### Sizing map, run 1

Bar = 10 µm.
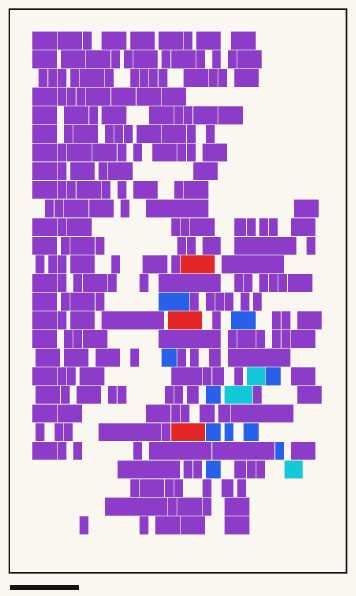
### Zoomed window, run 1

Region (19, 6) to (49, 36) µm. Cells in grey, sequential cells in the stronger grey; small squares are vias.
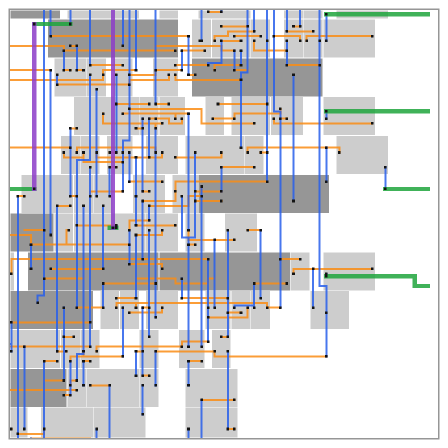
### Clock wiring as the flow saved it, run 1

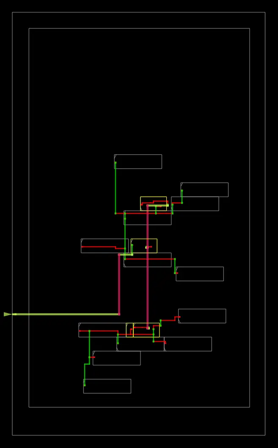
==> src/rtl/riscv_pkg.sv <==
// Shared constants for the 8-bit RISC-V pipeline: NOP encoding and fetch defaults.
package riscv_pkg;

   localparam int          PC_WIDTH_DEF = 8;
   localparam int          RESET_PC_DEF = 0;
   localparam logic [31:0] NOP          = 32'h0000_0013;

endpackage

==> src/rtl/pc_register.sv <==
// Program counter for the fetch stage: holds fetch_pc and computes its next value.
module pc_register
   import riscv_pkg::*;
#(
   parameter int                  PC_WIDTH = PC_WIDTH_DEF,
   parameter logic [PC_WIDTH-1:0] RESET_PC = PC_WIDTH'(RESET_PC_DEF)
) (
   input  logic                clock,
   input  logic                reset,
   input  logic                stall,
   input  logic                branch_taken,
   input  logic [PC_WIDTH-1:0] branch_target,
   output logic [PC_WIDTH-1:0] fetch_pc,
   output logic [PC_WIDTH-1:0] target_aligned
);

   logic [PC_WIDTH-1:0] next_pc;

   assign target_aligned = branch_target & ~PC_WIDTH'(3);

   // A redirect fetches the target now, so the following fetch is target+4.
   // Arithmetic wraps modulo 2^PC_WIDTH.
   always_comb begin
      next_pc = fetch_pc;
      if (branch_taken) begin
         next_pc = target_aligned + PC_WIDTH'(4);
      end else if (!stall) begin
         next_pc = fetch_pc + PC_WIDTH'(4);
      end
   end

   always_ff @(posedge clock or posedge reset) begin
      if (reset) begin
         fetch_pc <= RESET_PC;
      end else begin
         fetch_pc <= next_pc;
      end
   end

endmodule

==> src/rtl/fetch_unit.sv <==
// Instruction-fetch stage: PC, imem address mux and IF/ID register.
// Optional FETCH_PERF_CNT_EN adds saturating fetch/redirect counters.
module fetch_unit
   import riscv_pkg::*;
#(
   parameter int                  PC_WIDTH = PC_WIDTH_DEF,
   parameter logic [PC_WIDTH-1:0] RESET_PC = PC_WIDTH'(RESET_PC_DEF)
) (
   input  logic                clock,
   input  logic                reset,
   input  logic                stall,
   input  logic                branch_taken,
   input  logic [PC_WIDTH-1:0] branch_target,
   output logic [PC_WIDTH-1:0] imem_addr,
   input  logic [31:0]         imem_rdata,
   output logic [31:0]         id_instruction,
   output logic [PC_WIDTH-1:0] id_pc,
   output logic                id_valid
`ifdef FETCH_PERF_CNT_EN
   ,
   output logic [15:0]         fetch_count,
   output logic [15:0]         redirect_count
`endif
);

   logic [PC_WIDTH-1:0] fetch_pc;
   logic [PC_WIDTH-1:0] target_aligned;
   logic                load_id;

   pc_register #(
      .PC_WIDTH (PC_WIDTH),
      .RESET_PC (RESET_PC)
   ) u_pc_register (
      .clock          (clock),
      .reset          (reset),
      .stall          (stall),
      .branch_taken   (branch_taken),
      .branch_target  (branch_target),
      .fetch_pc       (fetch_pc),
      .target_aligned (target_aligned)
   );

   assign load_id = branch_taken || !stall;

   // During a stall the held PC is re-read so imem_rdata stays stable.
   always_comb begin
      imem_addr = fetch_pc;
      if (branch_taken) begin
         imem_addr = target_aligned;
      end else if (stall) begin
         imem_addr = id_pc;
      end
   end

   always_ff @(posedge clock or posedge reset) begin
      if (reset) begin
         id_pc    <= '0;
         id_valid <= 1'b0;
      end else if (load_id) begin
         id_pc    <= branch_taken ? target_aligned : fetch_pc;
         id_valid <= 1'b1;
      end
   end

   assign id_instruction = id_valid ? imem_rdata : NOP;

`ifdef FETCH_PERF_CNT_EN
   always_ff @(posedge clock or posedge reset) begin
      if (reset) begin
         fetch_count    <= '0;
         redirect_count <= '0;
      end else begin
         if (load_id && fetch_count != 16'hFFFF) begin
            fetch_count <= fetch_count + 16'd1;
         end
         if (branch_taken && redirect_count != 16'hFFFF) begin
            redirect_count <= redirect_count + 16'd1;
         end
      end
   end
`endif

endmodule

==> config.mk <==
export PLATFORM = sky130hd
export DESIGN_NAME = fetch_unit
export DESIGN_NICKNAME = d
export VERILOG_FILES = /design/src/rtl/riscv_pkg.sv /design/src/rtl/pc_register.sv /design/src/rtl/fetch_unit.sv
export SDC_FILE = /design/constraint.sdc
export NUM_CORES = 1
export LEC_CHECK = 0
export ABC_AREA = 1
export ABC_CLOCK_PERIOD_IN_PS = 3400
export CORE_AREA = 3 3 46 79
export DETAILED_ROUTE_END_ITERATION = 7
export DIE_AREA = 0 0 49 82
export PLACE_DENSITY = 0.89
export SKIP_CTS_REPAIR_TIMING = 1
export SYNTH_ARGS = -nofsm -noshare
export SYNTH_HDL_FRONTEND = slang
export SYNTH_SLANG_ARGS = --single-unit
==> constraint.sdc <==
create_clock -name clock -period 3.4 [get_ports clock]
set_input_delay 0.68 -clock clock [delete_from_list [all_inputs] [get_ports clock]]
set_output_delay 0.68 -clock clock [all_outputs]
set_load 0.02 [all_outputs]
==> Changelog: implementation, run 1 <==
### Metrics

- Status: completed
- Relative slew margins: 38.33%
- Vias: 1,194
- Inverters: 38
- Syn Inst Count: 165
- Taps Inserted: 43
- Unrepaired setup endpoints after global routing: false
- Rows: 27
- CTS H-tree lvls: 1
- Core Area: 3142 µm²
- Worst Tran Pin Value: 0.9251 ns
- Main flop type: dfrtp_1
- DR DRC count: 0
- Pin count of the biggest net entering global routing: 35
- Clk slew on worst S/H paths: 0.05 ns
- Logic area: 466.7 µm²
- Top cells by count: 81 x nand2_1, 36 x inv_1, 13 x dfrtp_1, 5 x nand2_2
- Routed met2 length: 1767 µm
- Sequential power: 188 µW
- FF-to-FF End: id_valid
- Worst Setup EP: imem_addr[2]
- Max-Cap Viols: 0
- CP arrival: about 2.5 ns
- Io pins: about 93
- Largest cell class: buffers
- Post-synth seq share: 32.83%
- Wire per inst: ~11 µm
- Sequential Area: around 330 µm²
- Comb_multi_in: 107
- VDD IR-drop max: 0.2334 mV
- Clock period minus worst slack: 3.213 ns
- Initial antenna violation count: 0
- Tool warnings: 28
- Xor+xnor area frac: 0%
- DRT met1 WL: 1148 µm
- Seq pwr share: 31.6%
- Layout clock area frac: around 2.4%
- Final GP Congestion: between 0.7 and 0.8
- Final setup fails: 0
- Slew Limit Fails: 0
- Met3 routed WL: 193 µm
- R2r worst-path depth: 1
- Startpoint types: primary input
- Largest logic family: simple AND/OR/NAND/NOR gates
- # fillers: 296
- # Cells Yosys: 165
- Hold Path Sink: u_pc_register.fetch_pc[3]
- Worst-path cell chain: clkdlybuf4s50_1 > inv_2 > nand2_2 > inv_1 > nand2_1 > o21ai_0 > clkdlybuf4s50_1
- CP top delay family: buffers and inverters
- Top Metal Used: met4
- Most common cell after layout, fill and taps aside: clkdlybuf4s50_1
- Sw frac: 33.52%
- CTS tree: done
- Root buffer cell: clkbuf_8
- Period Utilization, post-route: 94.50%
- Pre-Place Util: 31.54%
- Worst setup startpoint: branch_taken
- Flop2flop setup slack: approximately 2.1 ns
- Max Freq: 311.3 MHz
- Post-synth top area cell: dfrtp_1
- Comb. pwr: 271 µW
- CP most frequent cell: clkdlybuf4s50_1
- Synth Area in Compound Gates: under 10%
- Post-Layout Cell Count: roughly 290
- DP Wirelength: 2621 µm
- PortBufs: approximately 86
- ANT cells: 0
- Global-route wire length before repair: 5009 µm
- Cell Area, Placed: 1864 µm²
- Most frequent cell after synthesis: nand2_1
- Fraction of area in non-clock buffers: 45.87%
- Critical Path RT: 2.72 ns
- Post-layout util: 60.77%
- Starting DRT DRC Count: 24
- Worst min path class: reg -> reg
- Levels on crit path: 7
- YS chip area: 991.0 µm²
- Largest regs: id_pc (6), u_pc_register.fetch_pc (6), id_valid (1)
- Worst min-delay path startpoint: u_pc_register.fetch_pc[3]
- LEAKAGE: 0.001061 µW
- Clk network pwr share: 22.8%
- M3 GR Usage: 3.993%
- DR pass1 iterations: 5
- Fa+ha+maj area frac: 1.263%
- Yosys cell types: 20
- Flop share of the area: 17.04%
- Number of global-route vias before repair: 1,222
- Final hold vios: 0
- Final Net Count: 296
- Routed WL: 3145 µm
- Synth Cell Area: 991.0 µm²
- Synth top area share: 32.83%
- CP max FO: 16
- FF-to-FF Start: id_valid
- Slowest CP cell: clkdlybuf4s50_1
- Total Power: 594.9 µW
- Die width: 49 µm
- Async SR Flop Fraction: 100.0%
- Top cells excl fill/tap: 86 x clkdlybuf4s50_1, 81 x nand2_1, 36 x inv_1, 13 x dfrtp_1, 5 x nand2_2
- Clk buf depth: 2
- Final hold slack: 0.4779 ns
- Nature of the critical path endpoint: primary output
- Yosys reg bits: 13
- Seq_cells: 13
- Hold depth: 2
- Grt met1 use: 15.30%
- Vias per std cell: 4.075
- Pwr per Cell Area: 311.6 nW/µm²
- Chip area: 4018 µm²
- Internal Power: slightly below 400 µW
- Share of cells above drive strength 1: 6.400%
- NetSw: ~200 µW
- Global route hottest layer: met2
- Total negative slack: 0 ns
- Multiplexer share: 0%
- Yosys warns: 0
- Antenna viol nets, final: 0
- Post-synth EDFFs: 0
- Met2 usage: 31.88%
- Simple-Gate Fraction of Synth Area: between 40 and 50%
Back to the opening pictures, 'Sizing map':
Key: blue = x2 [cells 10, share 4.0%]; red = x6 and larger [cells 3, share 1.2%]; purple = x1 and smaller [cells 234, share 94%]; cyan = x3 and x4 [cells 3, share 1.2%]
synth-to-layout area growth: 92.68%
Non-Clock Buffer Count: 88
post-route cell area: 1909 µm²
Final Worst Setup Slack: 0.1871 ns

Back to the opening pictures, 'Zoomed window':
Key: purple = M4; green = M3; blue = M2; orange = M1
Most frequent: nand2_1 (20), clkdlybuf4s50_1 (11), dfrtp_1 (6). Netlist names of flops here include u_pc_register.fetch_pc (3), id_pc (2). 63 logic cells have their middle in the window. Sequential cells in the window: 6.

Back to the opening pictures, 'Clock wiring as the flow saved it':
Inserted Clock Buffers: 3
clkbuf count: 4
Fin Clk Skew: 0.003265 ns
clk sinks: 13
Clk. pwr: 136 µW

## Run 2: what changed since run 1
- HOLD_SLACK_MARGIN: not set -> 0.03
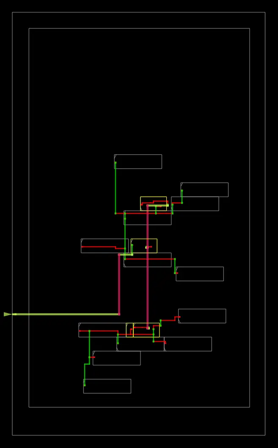
*Clock wiring as the flow saved it, run 2*
seq_cells: 13
worst skew pair latency: 0.24 ns

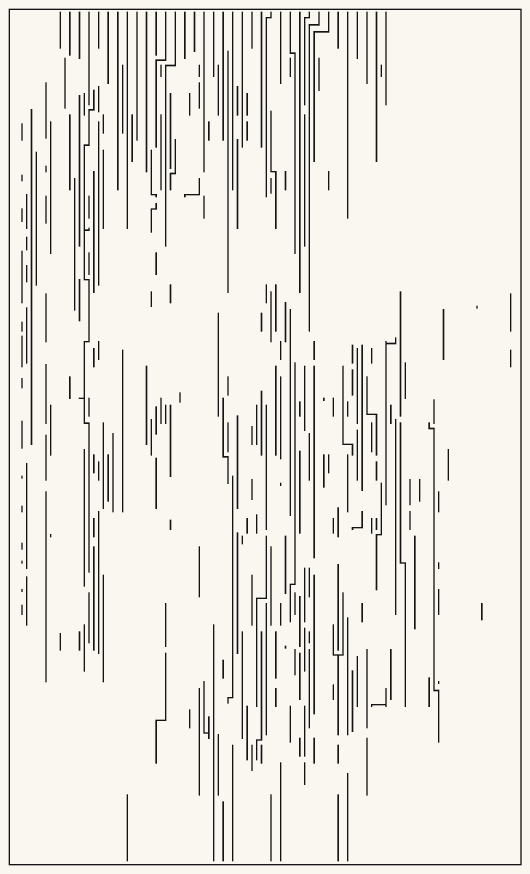
*Met2 routing, run 2*
The wires run mostly vertical. The layer holds 56% of the routed length.

==> Changelog: implementation, run 2 <==
### Metrics

- Global-route wire length before repair: 5009 µm
- Top Metal Used: met4
- Internal Power: 395.5 µW
- Xor+xnor area frac: 0%
- Comb_multi_in: 107
- Synth Area in Compound Gates: 4.293%
- Worst min-delay path startpoint: u_pc_register.fetch_pc[3]
- Final hold vios: 0
- Slowest CP cell: clkdlybuf4s50_1
- Sequential Area: approximately 330 µm²
- FF-to-FF End: id_valid
- Clk network pwr share: 22.8%
- DRT met1 WL: 1148 µm
- Clk. pwr: 136 µW
- CP most frequent cell: clkdlybuf4s50_1
- Chip area: 4018 µm²
- CP max FO: 16
- Seq pwr share: a little under a third
- Top cells excl fill/tap: 86 x clkdlybuf4s50_1, 81 x nand2_1, 36 x inv_1, 13 x dfrtp_1, 5 x nand2_2
- Clk sinks: 13
- Async SR Flop Fraction: 100.0%
- ANT cells: 0
- Final GP Congestion: 0.7973
- Clock period minus worst slack: 3.213 ns
- Nature of the critical path endpoint: primary output
- DR pass1 iterations: 5
- Taps Inserted: 43
- PortBufs: 86
- Total Power: 594.9 µW
- Most frequent cell after synthesis: nand2_1
- CP top delay family: buffers and inverters
- Status: completed
- CP arrival: 2.53 ns
- Relative slew margins: 38.33%
- Routed WL: 3145 µm
- Critical path type: in -> out
- VDD IR-drop max: about 0.23 mV
- Levels on crit path: 7
- Root buffer cell: clkbuf_8
- Simple-Gate Fraction of Synth Area: 40.03%
- Vias: roughly 1,200
- Hold depth: 2
- Top cells by count: 81 x nand2_1, 36 x inv_1, 13 x dfrtp_1, 5 x nand2_2
- Worst min path class: reg -> reg
- Number of global-route vias before repair: 1,222
- Pre-Place Util: 31.54%
- Clk slew on worst S/H paths: 0.05 ns
- Inserted Clock Buffers: 3
- Unrepaired setup endpoints after global routing: false
- Comb. pwr: between 200 and 300 µW
- DR DRC count: 0
- Hold Path Sink: u_pc_register.fetch_pc[3]
- Logic area: 466.7 µm²
- CTS H-tree lvls: 1
- Wire per inst: 10.73 µm
- Starting DRT DRC Count: 24
- Yosys cell types: 20
- Most common cell after layout, fill and taps aside: clkdlybuf4s50_1
- Final Net Count: 296
- # fillers: 296
- Total negative slack: 0 ns
- CTS tree: done
- Synth top area share: 32.83%
- Core Area: 3142 µm²
- Final hold slack: roughly 0.48 ns
- YS chip area: 991.0 µm²
- Post-route cell area: 1909 µm²
- R2r worst-path depth: 1
- Final setup fails: 0
- Post-synth top area cell: dfrtp_1
- Syn Inst Count: about 170
- Tool warnings: 28
- Sw frac: 33.52%
- Met2 usage: 31.88%
- Slew Limit Fails: 0
- Clk buf depth: 2
- Die width: 49 µm
- Multiplexer share: 0%
- Cell Area, Placed: around 1900 µm²
- Max Freq: 311.3 MHz
- Final Worst Setup Slack: around 0.19 ns
- Vias per std cell: 4.075
- Fraction of area in non-clock buffers: 45.87%
- NetSw: 199.4 µW
- M3 GR Usage: 3.993%
- Main flop type: dfrtp_1
- DP Wirelength: 2621 µm
- Rows: 27
- Max-Cap Viols: 0
- Worst Setup EP: imem_addr[2]
- Global route hottest layer: met2
- Flop share of the area: 17.04%
- Largest regs: id_pc (6), u_pc_register.fetch_pc (6), id_valid (1)
- Inst Count DP: 289
- Largest cell class: buffers
- Worst setup startpoint: branch_taken
- Met3 routed WL: 193 µm
- Synth-to-layout area growth: 92.68%
- Power share of the combinational group: approximately 46%
- Post-Layout Cell Count: 293
- Antenna viol nets, final: 0
- FF-to-FF Start: id_valid
- LEAKAGE: roughly 0.0011 µW
- Layout clock area frac: 2.359%
- Io pins: around 93
- Synth Cell Area: 991.0 µm²
- Share of cells above drive strength 1: 6.400%
- Largest logic family: simple AND/OR/NAND/NOR gates
- Critical Path RT: 2.72 ns
- Pin count of the biggest net entering global routing: 35
- Post-synth EDFFs: 0
- Startpoint types: primary input
- Flop2flop setup slack: 2.11 ns
- Worst-path cell chain: clkdlybuf4s50_1 > inv_2 > nand2_2 > inv_1 > nand2_1 > o21ai_0 > clkdlybuf4s50_1
- Fin Clk Skew: 0.003265 ns
- Post-layout util: 60.77%
- Fa+ha+maj area frac: 1.263%
- Initial antenna violation count: 0
- Yosys reg bits: 13
- Sequential power: approximately 190 µW
- Yosys warns: 0
- # Cells Yosys: 165
- Inverters: 38
- Clkbuf count: 4
- Post-synth seq share: 32.83%
- Worst Tran Pin Value: approximately 0.93 ns
- Routed met2 length: 1767 µm
- Pwr per Cell Area: 311.6 nW/µm²
## Run 3: what changed since run 2
- ABC_CLOCK_PERIOD_IN_PS: 3400 -> 4100
- CTS_BUF_LIST: not set -> sky130_fd_sc_hd__clkbuf_16
- clock period: 3.4 -> 4.1 ns (I/O delays scaled with it)
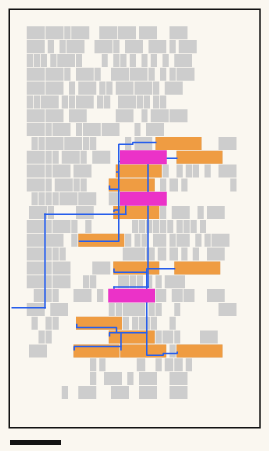
*Clock distribution, run 3*
Bar = 10 µm.
Key: magenta = clock-net drivers [count 3]; blue = clock wires [length 203 µm]; orange = flip-flops [count 13]
There are 4 routed clock nets.
Fin Clk Skew: 0.004392 ns
Clk network pwr share: 32.3%

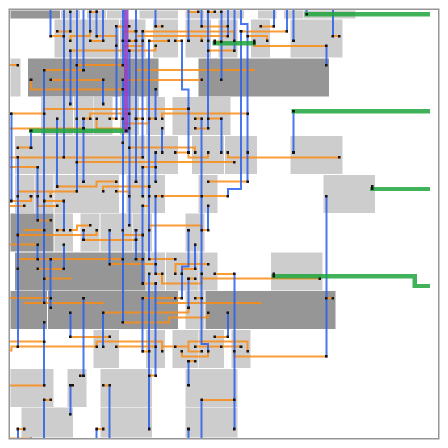
*Zoomed window, run 3*
Region (19, 6) to (49, 36) µm. Cells in grey, sequential cells in the stronger grey; small squares are vias.
Key: purple = M4; green = M3; blue = M2; orange = M1
52 logic cells have their middle in the window. Netlist names of flops here include u_pc_register.fetch_pc (4), id_pc (1). Sequential cells in the window: 5. Most frequent: nand2_1 (18), clkdlybuf4s50_1 (10).

==> Changelog: implementation, run 3 <==
### Metrics

- Status: completed
- Logic area: 466.7 µm²
- DR pass1 iterations: 4
- Syn Area/Cell: 6.006 µm²
- Power share of the combinational group: 39.7%
- Inst Count DP: 287
- Clk. pwr: ~180 µW
- Comb_multi_in: 107
- Die width: 49 µm
- Cell Area, Placed: around 1800 µm²
- Grt total ovfl: 0
- VDD IR-drop max: between 0.15 and 0.2 mV
- Sw frac: 31.03%
- Nature of the critical path endpoint: primary output
- Worst Tran Pin Value: 0.9318 ns
- Synth Cell Area: 991.0 µm²
- Pre-Place Util: 31.54%
- Post-synth EDFFs: 0
- Hold depth: 2
- NetSw: 174.0 µW
- Hold Path Sink: u_pc_register.fetch_pc[3]
- Synth-to-layout area growth: 94.57%
- Slew Limit Fails: 0
- Inverters: 38
- Top Metal Used: met4
- CTS tree: done
- Pwr per Cell Area: between 200 and 300 nW/µm²
- YS chip area: 991.0 µm²
- Initial antenna violation count: 0
- DP Wirelength: 2553 µm
- Main flop type: dfrtp_1
- Worst skew pair latency: 0.24 ns
- Yosys reg bits: 13
- Post-synth top area cell: dfrtp_1
- Chip area: 4018 µm²
- Met2 usage: 29.70%
- Fraction of area in non-clock buffers: 44.65%
- Post-layout util: 61.37%
- FF-to-FF End: id_valid
- Critical path type: in -> out
- Clk sinks: 13
- Final Net Count: 294
- Io pins: 93
- Core Area: 3142 µm²
- Global route hottest layer: met2
- Final Worst Setup Slack: 0.2974 ns
- # Cells Yosys: about 170
- Max-Cap Viols: 0
- Share of cells above drive strength 1: 5.645%
- Internal Power: approximately 390 µW
- Final hold vios: 0
- Worst min path class: reg -> reg
- Worst min-delay path startpoint: u_pc_register.fetch_pc[3]
- Antenna viol nets, final: 0
- Biggest area cells: dfrtp_1 33%, nand2_1 31%, inv_1 14%
- Slowest CP cell: clkdlybuf4s50_1
- Global-route wire length before repair: 5030 µm
- M3 GR Usage: ~5.8%
- Unrepaired setup endpoints after global routing: false
- Synth top area share: 32.83%
- CP top delay family: buffers and inverters
- Vias per std cell: 4.296
- DRT met1 WL: around 1100 µm
- Fa+ha+maj area frac: 1.263%
- Yosys warns: 0
- Worst-path cell chain: clkdlybuf4s50_1 > inv_2 > nand2_2 > inv_1 > nand2_1 > nand2_1 > clkdlybuf4s50_1
- Wire per inst: 10.79 µm
- Final hold slack: about 0.47 ns
- Clkbuf count: 3
- Inserted Clock Buffers: 3
- Vias: 1,250
- Seq_cells: 13
- Most frequent cell after synthesis: nand2_1
- Synth Area in Compound Gates: 4.293%
- Multiplexer share: 0%
- Async SR Flop Fraction: 100.0%
- Total Power: 560.8 µW
- Post-synth seq share: between 30% and 40%
- Worst path max stage delay: 0.62 ns
- # fillers: around 280
- Worst setup startpoint: branch_taken
- Syn Inst Count: 165
- Layout clock area frac: 4.088%
- Levels on crit path: 7
- Grt met1 use: 16.22%
- FF-to-FF Start: id_valid
- Simple-Gate Fraction of Synth Area: 40.03%
- ANT cells: 0
- PortBufs: 86
- Most common cell after layout, fill and taps aside: clkdlybuf4s50_1
- Tool warnings: 28
- Pin count of the biggest net entering global routing: 35
- Rows: 27
- Final GP Congestion: 0.8258
- Number of global-route vias before repair: 1,197
- LEAKAGE: 0.001071 µW
- Yosys cell types: 20
- Post-route cell area: about 1900 µm²
- Largest regs: id_pc (6), u_pc_register.fetch_pc (6), id_valid (1)
- CTS H-tree lvls: 1
- Die y size: 82 µm
- Non-Clock Buffer Count: 86
- R2r worst-path depth: 1
- Clk slew on worst S/H paths: 0.05 ns
- Met3 routed WL: around 290 µm
- Root buffer cell: clkbuf_16
- Flop share of the area: 16.87%
- Top cells by count: 81 x nand2_1, 36 x inv_1, 13 x dfrtp_1, 5 x nand2_2
- DR DRC count: 0
- Comb. pwr: 223 µW
- Taps Inserted: around 43
- Clk buf depth: 2
- Top cells excl fill/tap: 86 x clkdlybuf4s50_1, 81 x nand2_1, 37 x inv_1, 13 x dfrtp_1, 5 x nand2_2
- Flop2flop setup slack: ~2.8 ns
- Critical Path RT: 3.28 ns
- Worst Setup EP: imem_addr[7]
- Largest logic family: simple AND/OR/NAND/NOR gates
- Sequential power: 157 µW
- Max Freq: 263.0 MHz
- Total negative slack: 0 ns
- Final setup fails: 0
- Relative slew margins: 37.88%
- Starting DRT DRC Count: 15
- CP max FO: 16
- Post-Layout Cell Count: 291
- Seq pwr share: 27.9%
- Worst path bufs/invs: 4
- Period Utilization, post-route: 92.75%
- Largest cell class: buffers
- Sequential Area: 325.3 µm²
- CP arrival: 2.98 ns
- Xor+xnor area frac: 0%
- Clock period minus worst slack: 3.803 ns
- Startpoint types: primary input
- Routed WL: 3139 µm
- Routed met2 length: 1668 µm
Power figures rest on the tool's default switching activity, not on a simulated workload.
